===== config.mk =====
export PLATFORM = sky130hd
export DESIGN_NAME = mem_port_arbiter
export DESIGN_NICKNAME = d
export VERILOG_FILES = /design/src/rtl/mem_port_arbiter.sv
export SDC_FILE = /design/constraint.sdc
export NUM_CORES = 1
export LEC_CHECK = 0
export CAP_MARGIN = 20
export CORE_AREA = 2 2 122 135
export DETAILED_ROUTE_END_ITERATION = 8
export DIE_AREA = 0 0 124 137
export GPL_ROUTABILITY_DRIVEN = 0
export GPL_TIMING_DRIVEN = 0
export HOLD_SLACK_MARGIN = 0.08
export PLACE_DENSITY = 0.71
export REMOVE_ABC_BUFFERS = 1
export SYNTH_ARGS = -nofsm -noshare
export SYNTH_HDL_FRONTEND = slang
export SYNTH_SLANG_ARGS = --single-unit

===== constraint.sdc =====
create_clock -name clk -period 3.5 [get_ports clk]
set_clock_uncertainty 0.05 [all_clocks]
set_input_delay 0.7 -clock clk [delete_from_list [all_inputs] [get_ports clk]]
set_output_delay 0.7 -clock clk [all_outputs]
set_load 0.1 [all_outputs]

===== src/rtl/mem_port_arbiter.sv =====
// mem_port_arbiter: shares one single-port memory between instruction fetch
// and data access. Data has priority. An anti-starvation counter forces a
// fetch grant after STARVE_MAX consecutive data grants while a fetch waits.
//
// Memory handshake: mem_req is high only in REQ and holds mem_we/addr/wdata
// stable. The request is accepted on the first rising edge where
// mem_req && mem_ready. Exactly one mem_rvalid pulse later returns read data
// or a write ack. mem_ready is ignored outside REQ. mem_rvalid is ignored
// outside RESP.
// Requester side: a request is held stable until its 1-cycle valid pulse.
module mem_port_arbiter #(
  parameter int ADDR_W     = 32,
  parameter int DATA_W     = 32,
  parameter int STARVE_MAX = 4,
  localparam int CNT_W     = $clog2(STARVE_MAX + 1)
) (
  input  logic              clk,
  input  logic              rst,
  input  logic              if_req,
  input  logic [ADDR_W-1:0] if_addr,
  output logic [DATA_W-1:0] if_rdata,
  output logic              if_valid,
  input  logic              dm_req,
  input  logic              dm_we,
  input  logic [ADDR_W-1:0] dm_addr,
  input  logic [DATA_W-1:0] dm_wdata,
  output logic [DATA_W-1:0] dm_rdata,
  output logic              dm_valid,
  output logic              mem_req,
  output logic              mem_we,
  output logic [ADDR_W-1:0] mem_addr,
  output logic [DATA_W-1:0] mem_wdata,
  input  logic              mem_ready,
  input  logic              mem_rvalid,
  input  logic [DATA_W-1:0] mem_rdata,
  output logic              stall_if,
  output logic              stall_mem,
  output logic [1:0]        dbg_state,
  output logic [CNT_W-1:0]  dbg_starve_cnt
);

  typedef enum logic [1:0] {
    S_IDLE = 2'd0,
    S_REQ  = 2'd1,
    S_RESP = 2'd2,
    S_DONE = 2'd3
  } state_e;

  localparam logic [CNT_W-1:0] STARVE_LIM = CNT_W'(STARVE_MAX);

  state_e            state_q, state_d;
  logic              owner_dm_q, owner_dm_d;  // 1 = data stage owns the port
  logic [CNT_W-1:0]  starve_q, starve_d;
  logic              we_q, we_d;
  logic [ADDR_W-1:0] addr_q, addr_d;
  logic [DATA_W-1:0] wdata_q, wdata_d;
  logic [DATA_W-1:0] if_rdata_q, if_rdata_d;
  logic [DATA_W-1:0] dm_rdata_q, dm_rdata_d;
  logic              dm_wins;

  // Data wins unless a fetch is waiting and the starvation limit is reached.
  assign dm_wins = dm_req && (!if_req || (starve_q < STARVE_LIM));

  // State register and latched transaction fields, all cleared by reset.
  always_ff @(posedge clk or negedge rst) begin
    if (!rst) begin
      state_q    <= S_IDLE;
      owner_dm_q <= 1'b0;
      starve_q   <= '0;
      we_q       <= 1'b0;
      addr_q     <= '0;
      wdata_q    <= '0;
      if_rdata_q <= '0;
      dm_rdata_q <= '0;
    end else begin
      state_q    <= state_d;
      owner_dm_q <= owner_dm_d;
      starve_q   <= starve_d;
      we_q       <= we_d;
      addr_q     <= addr_d;
      wdata_q    <= wdata_d;
      if_rdata_q <= if_rdata_d;
      dm_rdata_q <= dm_rdata_d;
    end
  end

  // Next-state logic: grant in IDLE, hand off in REQ, capture in RESP.
  always_comb begin
    state_d    = state_q;
    owner_dm_d = owner_dm_q;
    starve_d   = starve_q;
    we_d       = we_q;
    addr_d     = addr_q;
    wdata_d    = wdata_q;
    if_rdata_d = if_rdata_q;
    dm_rdata_d = dm_rdata_q;
    case (state_q)
      S_IDLE: begin
        if (dm_wins) begin
          owner_dm_d = 1'b1;
          we_d       = dm_we;
          addr_d     = dm_addr;
          wdata_d    = dm_wdata;
          state_d    = S_REQ;
          if (if_req && (starve_q < STARVE_LIM)) begin
            starve_d = starve_q + CNT_W'(1);
          end
        end else if (if_req) begin
          owner_dm_d = 1'b0;
          we_d       = 1'b0;
          addr_d     = if_addr;
          wdata_d    = '0;
          starve_d   = '0;
          state_d    = S_REQ;
        end
      end
      S_REQ: begin
        if (mem_ready) begin
          state_d = S_RESP;
        end
      end
      S_RESP: begin
        if (mem_rvalid) begin
          if (!owner_dm_q) begin
            if_rdata_d = mem_rdata;
          end else if (!we_q) begin
            dm_rdata_d = mem_rdata;
          end
          state_d = S_DONE;
        end
      end
      S_DONE: begin
        state_d = S_IDLE;
      end
      default: begin
        state_d = S_IDLE;
      end
    endcase
  end

  assign mem_req        = (state_q == S_REQ);
  assign mem_we         = we_q;
  assign mem_addr       = addr_q;
  assign mem_wdata      = wdata_q;
  assign if_valid       = (state_q == S_DONE) && !owner_dm_q;
  assign dm_valid       = (state_q == S_DONE) && owner_dm_q;
  assign if_rdata       = if_rdata_q;
  assign dm_rdata       = dm_rdata_q;
  assign stall_if       = if_req && !if_valid;
  assign stall_mem      = dm_req && !dm_valid;
  assign dbg_state      = state_q;
  assign dbg_starve_cnt = starve_q;

endmodule


==> run_1/power_grid.png <==
Bar = 20 µm. Pins as bars on the die edge.
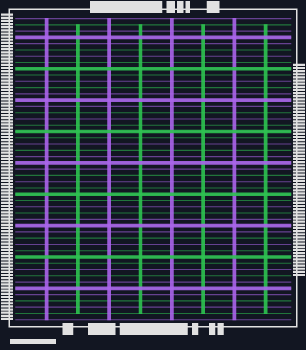
Key: VSS = purple; VDD = green
274 signal pins sit on the boundary. 49 met1 rails follow the rows. 9 straps on met5. 8 straps on met4. The core has 48 rows.
core region area: 15600 µm²
vertical die size: 137 µm
horizontal extent of the die: 124 µm

==> run_1/placement_by_type.png <==
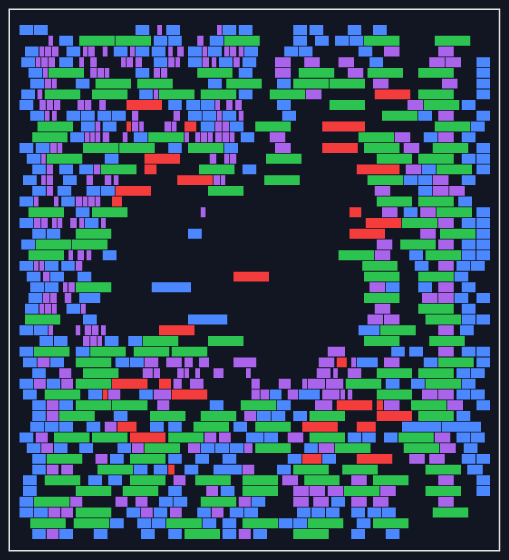
Key: flops = green [cells 135, share of their area 39%]; clock drivers and dummy loads = red [cells 32, share of their area 6.8%]; combinational and other logic = purple [cells 259, share of their area 21%]; other buffers and delay cells = blue [cells 282, share of their area 33%]

==> run_1/clk_routes.png <==
Bar = 20 µm.
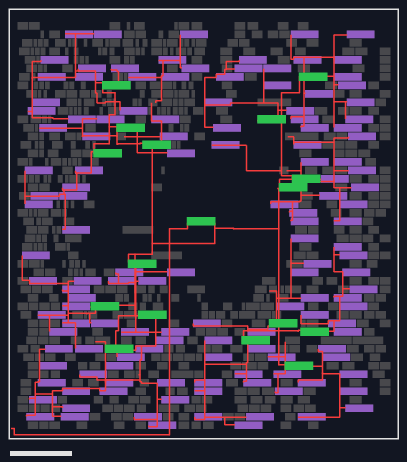
Key: clock drivers = green [count 17]; clock wires = red [length 1750 µm]; flip-flops = purple [count 135]
Position of the flops: widely spread. There are 18 routed clock nets.

## run 1: kinds of logic after synthesis
group                    Yosys count  synth area share [%]
buffers and inverters             32                  3.26
multiplexers                      66                  13.8
AND-OR/OR-AND                    106                  12.7
adder cells (fa/ha/maj)            6                  1.40
AND/OR/NAND/NOR                   77                  5.85
flip-flops                       135                  62.9
## run 1: how the worst min path moves through the flow
stage / start / endpoint / slack, ns / cells past startpoint
after detailed placement: mem_wdata[9] / mem_wdata[9] / 0.44 / 1
final: rst / dbg_state[0] / 0.22 / 1
after CTS: rst / dm_rdata[7] / 0.23 / 1
after global placement: if_rdata[29] / if_rdata[29] / 0.44 / 1
after floorplan: rst / dbg_starve_cnt[0] / 0.35 / 0
after global routing: rst / dbg_state[1] / 0.26 / 1
## run 1: stage by stage
stage | cells | cell area, µm² | util [%]
floorplan | 394 | 5210 | -
global placement | 867 | 8190 | 52.5
detailed placement | 875 | 8370 | 53.6
CTS | 907 | 8960 | 57.4
global route | 908 | 8990 | 57.6
finish | 908 | 8990 | 57.6
## run 1: critical path, delay by kind of cell
| family | cells | cell delay [ns] |
|---|---|---|
| buffers and inverters | 2 | 1.59 |
| AND/OR/NAND/NOR | 1 | 0.17 |
## run 1: flip-flops by register name (all words and copies together) (netlist names)
register	flops
dm_rdata	32
if_rdata	32
mem_addr	32
mem_wdata	32
dbg_starve_cnt	3
dbg_state	2
mem_we	1
owner_dm_q	1
## run 1: cells in the mapped netlist
library cell,n,area share [%]
a21bo_2,1,0.19
a21boi_2,1,0.21
a21o_1,2,0.28
a21oi_1,64,6.0
a222oi_1,1,0.19
a22o_1,33,5.4
a32o_1,1,0.19
and2_1,2,0.23
buf_1,1,0.070
buf_2,17,1.6
buf_4,3,0.42
buf_6,3,0.63
clkbuf_1,4,0.28
dfrtp_1,135,63
ha_1,6,1.4
inv_1,4,0.28
mux2_2,65,14
mux2i_1,1,0.19
nand2_1,34,2.4
nand3b_1,1,0.14
nand4_1,1,0.12
nand4b_1,1,0.16
nor2_1,34,2.4
nor2b_1,3,0.35
nor3_1,1,0.093
o21a_1,1,0.14
o21ai_0,1,0.093
o21ai_1,1,0.093
## run 1: cell type report
cell class,count,share of cell area [%]
multi-input combinational,255,20.3
sequential,135,37.6
inverter,4,0.167
clock inverter,10,1.34
timing repair buffer,282,32.5
clock buffer,22,5.28
tap,200,2.78
## run 1: metal layers
| layer | wire length (µm) | vias up | track usage [%] | part of all wire [%] |
|---|---|---|---|---|
| met5 | 0 | - | 0 | 0 |
| met4 | 420 | 0 | 8.49 | 2.7 |
| met3 | 1730 | 35 | 7.96 | 11 |
| met2 | 7460 | 220 | 30.5 | 48 |
| met1 | 5790 | 2137 | 19.8 | 38 |
| li1 | - | 2032 | - | - |
## run 1: timing repair
action	in CTS	in global routing
setup endpoints to repair	1	1
endpoints found under the hold margin	0	0
resized	1	1
==> flow_summary_export.csv, run 1 <==
group,metric,value,unit
grt,grt_antenna_before_repair,0,
critical_path,cp_cell_sequence,"clkdlybuf4s50_1 > nor2b_1 > dlygate4sd2_1",
synthesis,post_synthesis_area_per_instance,12.7,µm²
grt,vias_in_the_first_global_route,4681,
synthesis,postSynthRegisterBits,135,
clocking,root_buffer,"clkbuf_16",
critical_path,crit_arrival,2.47,ns
hold_path,class_of_the_tightest_hold_or_removal_check,"in -> async",
grt,grt_util_all_layers,18.2,%
timing,layout_min_cycle_time,3.22,ns
drt,via_per_inst,4.87,
drt,first_pass_iters,6,
clocking,clock-sinks,135,
critical_path,critical_path.max_stage_delay,0.88,ns
synthesis,synth_stat.cells,422,
timing,timing.final.max_slew_violations,0,
synthesis,post_synth_instance_area,5370,µm²
finish,layout_top_cells,"clkdlybuf4s50_1 (270), dfrtp_1 (135), mux2_2 (65)",
synthesis,synth_sequential_area_ratio,62.9,%
timing,worst_hold_slack,0.222,ns
status,run_status,"finished, final reports clean",
flow_run,maxCapViolCount,0,
critical_path,crit_path_end_kind,"output port",
drt,antenna_left,0,
grt,wire_length_of_the_first_global_routing_pass,23.6,mm
critical_path,timing_worst_setup_path_type,"in -> out",
critical_path,reg2reg_from,"dbg_state[0]",
==> run 2: changes to the inputs <==
- TNS_END_PERCENT: unset -> 10
==> run_2/power_grid.png <==
Bar = 20 µm. Pins as bars on the die edge.
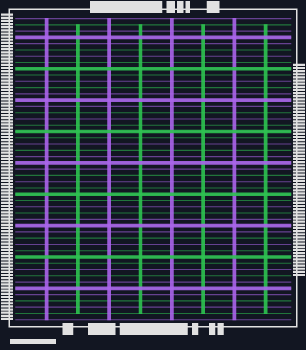
Key: VDD = green; VSS = purple
The core has 48 rows. 9 straps on met5. 274 signal pins sit on the boundary. 8 straps on met4.

==> flow_summary_export.csv, run 2 <==
group,metric,value,unit
synthesis,yosysTopAreaCellShare,62.9,%
drt,antenna_left,0,
floorplanning,vertical_die_size,137,µm
flow_run,maxCapViolCount,0,
floorplanning,placeableCoreArea,15600,µm²
critical_path,timing_worst_setup_path_type,"in -> out",
synthesis,synth_sequential_area_ratio,62.9,%
synthesis,edf_count,0,
status,run_status,"finished, final reports clean",
synthesis,synth.cells.most_frequent,"dfrtp_1 (135), mux2_2 (65), a21oi_1 (64)",
critical_path,worstSetupPathDepth,3,
clocking,clock-sinks,135,
drt,first_pass_iters,6,
place,placedCellCount,875,
critical_path,cp_cell_sequence,"clkdlybuf4s50_1 > nor2b_1 > dlygate4sd2_1",
timing,worst_hold_slack,0.222,ns
synthesis,post_synthesis_area_per_instance,12.7,µm²
finish,final-instance-count-excl-fill,908,
synthesis,post_synth_instance_area,5370,µm²
grt,grt_util_all_layers,18.2,%
hold_path,class_of_the_tightest_hold_or_removal_check,"in -> async",
grt,grt_use_met2,30.5,%
synthesis,synth_stat.cells,422,
synthesis,postSynth.asyncResetShare,100,%
grt,grt_antenna_before_repair,0,
critical_path,path_buffers,2,
grt,global_route.usage.met1,19.8,%
critical_path,crit_arrival,2.47,ns
synthesis,netlist.top_cell.by_area,"dfrtp_1",
grt,grt_util_met3,7.96,%
timing,timing.final.max_slew_violations,0,
critical_path,crit_path_end_kind,"output port",
timing,layout_min_cycle_time,3.22,ns
floorplanning,die.size.x,124,µm
==> run 2: path summary, 6_finish.rpt <==
kind / startpoint / end / slack [ns]
max: if_req / stall_if / 0.28
min reg2reg: mem_wdata[6] / mem_wdata[6] / 0.45
min in group clk: mem_wdata[6] / mem_wdata[6] / 0.45
max reg2reg: dbg_state[0] / dm_rdata[3] / 1.33
min: rst / dbg_state[0] / 0.22
max in group asynchronous: rst / mem_addr[3] / 2.41
==> run 2: kinds of logic after synthesis <==
group | share of synthesized area [%]
flops | 62.9
simple gates | 5.85
buf+inv | 3.26
compound gates | 12.7
fa+ha+maj | 1.40
mux | 13.8
==> run 2: layout make-up <==
cell class | instances | area (µm²)
clock buffer | 22 | 474
clock inverter | 10 | 120
fill | 1284 | 6630
inverter | 4 | 15.0
multi-input combinational | 255 | 1830
sequential | 135 | 3380
tap | 200 | 250
timing repair buffer | 282 | 2930
==> run 2: repair_timing <==
item                       4_1_cts  5_1_grt
resized                          1        1
setup endpoints to repair        1        1
cloned                           0        0
buffers inserted                 0        0
==> run 2: per-layer routing <==
metal / vias to the layer above / wire [µm]
met1: 2137 / 5790
met5: - / 0
met3: 35 / 1730
met4: 0 / 420
li1: 2032 / -
met2: 220 / 7460
==> run 2: through the flow <==
| step | util [%] | setup TNS, ns | worst slack (ns) | cell area [µm²] |
|---|---|---|---|---|
| 6_report | 57.6 | 0 | 0.277 | 8990 |
| 5_1_grt | 57.6 | 0 | 0.249 | 8990 |
| 4_1_cts | 57.4 | 0 | 0.0401 | 8960 |
| 3_5_place_dp | 53.6 | -0.0172 | -0.0172 | 8370 |
| 3_3_place_gp | 52.5 | -585.91 | -3.44 | 8190 |
| 2_1_floorplan | - | -1.20 | -0.848 | 5210 |
==> run_2/wires.png <==
Bar = 20 µm.
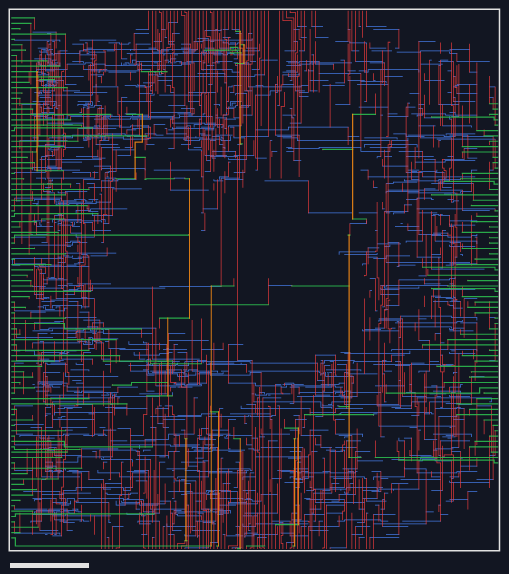

==> run 3: changes to the inputs <==
==> constraint.sdc (replaced) <==
create_clock -name clk -period 3.8 [get_ports clk]
set_clock_uncertainty 0.05 [all_clocks]
set_input_delay 0.57 -clock clk [delete_from_list [all_inputs] [get_ports clk]]
set_output_delay 0.57 -clock clk [all_outputs]
set_load 0.1 [all_outputs]
==> run_3/wires.png <==
Bar = 20 µm.
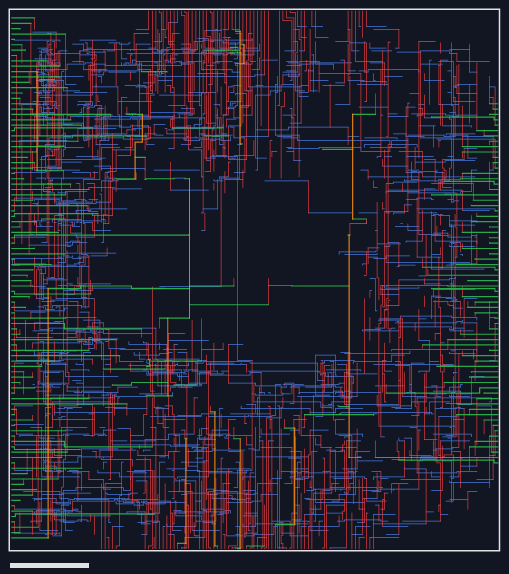
Key: metal 4 = orange [wire length 391 µm]; metal 1 = blue [wire length 5750 µm]; metal 3 = green [wire length 1760 µm]; metal 2 = red [wire length 7470 µm]

==> flow_summary_export.csv, run 3 <==
group,metric,value,unit
finish,final_util,57.6,%
critical_path,path_buffers,2,
finish,area_delta_synth_final,67.4,%
clocking,clock-sinks,135,
hold_path,class_of_the_tightest_hold_or_removal_check,"in -> async",
synthesis,post_synthesis_area_per_instance,12.7,µm²
synthesis,post_synth_instance_area,5370,µm²
synthesis,netlist.top_cell.by_area,"dfrtp_1",
status,run_status,"finished, final reports clean",
synthesis,edf_count,0,
critical_path,crit_arrival,2.63,ns
drt,first_pass_iters,6,
timing,worst_hold_slack,0.0918,ns
critical_path,crit_path_end_kind,"output port",
floorplanning,vertical_die_size,137,µm
grt,grt_antenna_before_repair,0,
synthesis,yosysTopAreaCellShare,62.9,%
timing,max_clock_freq,0.307,GHz
synthesis,synth_stat.cells,422,
critical_path,critical_path.top_delay_family,"buffers and inverters",
clocking,post-cts-setup-buffers,0,
place,placement_setup_slack,0.431,ns
synthesis,synth_sequential_area_ratio,62.9,%
synthesis,synth-area-yosys,5370,µm²
finish,final-instance-count-excl-fill,908,
place,placedCellCount,875,
timing,timing.final.max_slew_violations,0,
drt,antenna_left,0,
timing,layout_min_cycle_time,3.25,ns
critical_path,timing_worst_setup_path_type,"in -> out",
critical_path,crit_path_frequent_cell,"clkdlybuf4s50_1",
synthesis,synth_cells,422,
critical_path,cp_cell_sequence,"clkdlybuf4s50_1 > nor2b_1 > clkdlybuf4s50_1",
floorplanning,die.size.x,124,µm
clocking,cts_repair_resize_count,0,
grt,wire_length_of_the_first_global_routing_pass,23.6,mm
synthesis,top_cell,"dfrtp_1",
synthesis,postSynth.asyncResetShare,100,%
floorplanning,placeableCoreArea,15600,µm²
synthesis,synth.cells.most_frequent,"dfrtp_1 (135), mux2_2 (65), a21oi_1 (64)",
timing,post-route-worst-setup-slack,0.548,ns
grt,grt_util_all_layers,18.2,%
run 3: layer usage:
metal  global-route usage [%]  vias up  routed length [µm]
li1                         -     2033                   -
met1                     19.9     2134                5750
met2                     30.6      225                7470
met3                     7.96       33                1750
met4                     8.24        0                 390
met5                        0        -                   0
run 3: kinds of logic after synthesis:
group / after synthesis / share of synthesized area, %
flip-flops: 135 / 62.9
AND-OR/OR-AND: 106 / 12.7
AND/OR/NAND/NOR: 77 / 5.85
multiplexers: 66 / 13.8
buffers and inverters: 32 / 3.26
adder cells (fa/ha/maj): 6 / 1.40
run 3: final timing paths:
check | slack (ns) | cells after the start | start | end
max | 0.55 | 3 | if_req | stall_if
min | 0.09 | 1 | rst | dbg_state[0]
max in group asynchronous | 2.84 | 2 | rst | mem_addr[3]
min in group clk | 0.45 | 1 | mem_wdata[6] | mem_wdata[6]
min reg2reg | 0.45 | 1 | mem_wdata[6] | mem_wdata[6]
max reg2reg | 1.63 | 5 | dbg_state[0] | dm_rdata[3]
run 3: stage by stage:
| step | cell area [µm²] | setup TNS (ns) |
|---|---|---|
| 2_1_floorplan | 5210 | -0.418 |
| 3_3_place_gp | 8190 | -492.47 |
| 3_5_place_dp | 8370 | 0 |
| 4_1_cts | 8960 | 0 |
| 5_1_grt | 8990 | 0 |
| 6_report | 8990 | 0 |
run 3: final cells by class:
type	count	area, µm²
well taps	200	250
fillers	1284	6630
inverters	4	15.0
flip-flops and latches	135	3380
clock buffers	22	474
clock inverters	10	120
multi-input cells	255	1830
repair buffers	282	2920
run 3: worst reg2reg max path, delay by kind of cell, from the launching register on:
family	cells	cell delay [ns]
DFF	1	0.42
buffers and inverters	2	0.53
and+or+nand+nor	1	0.53
muxes	1	0.28
adders and majority gates	1	0.24
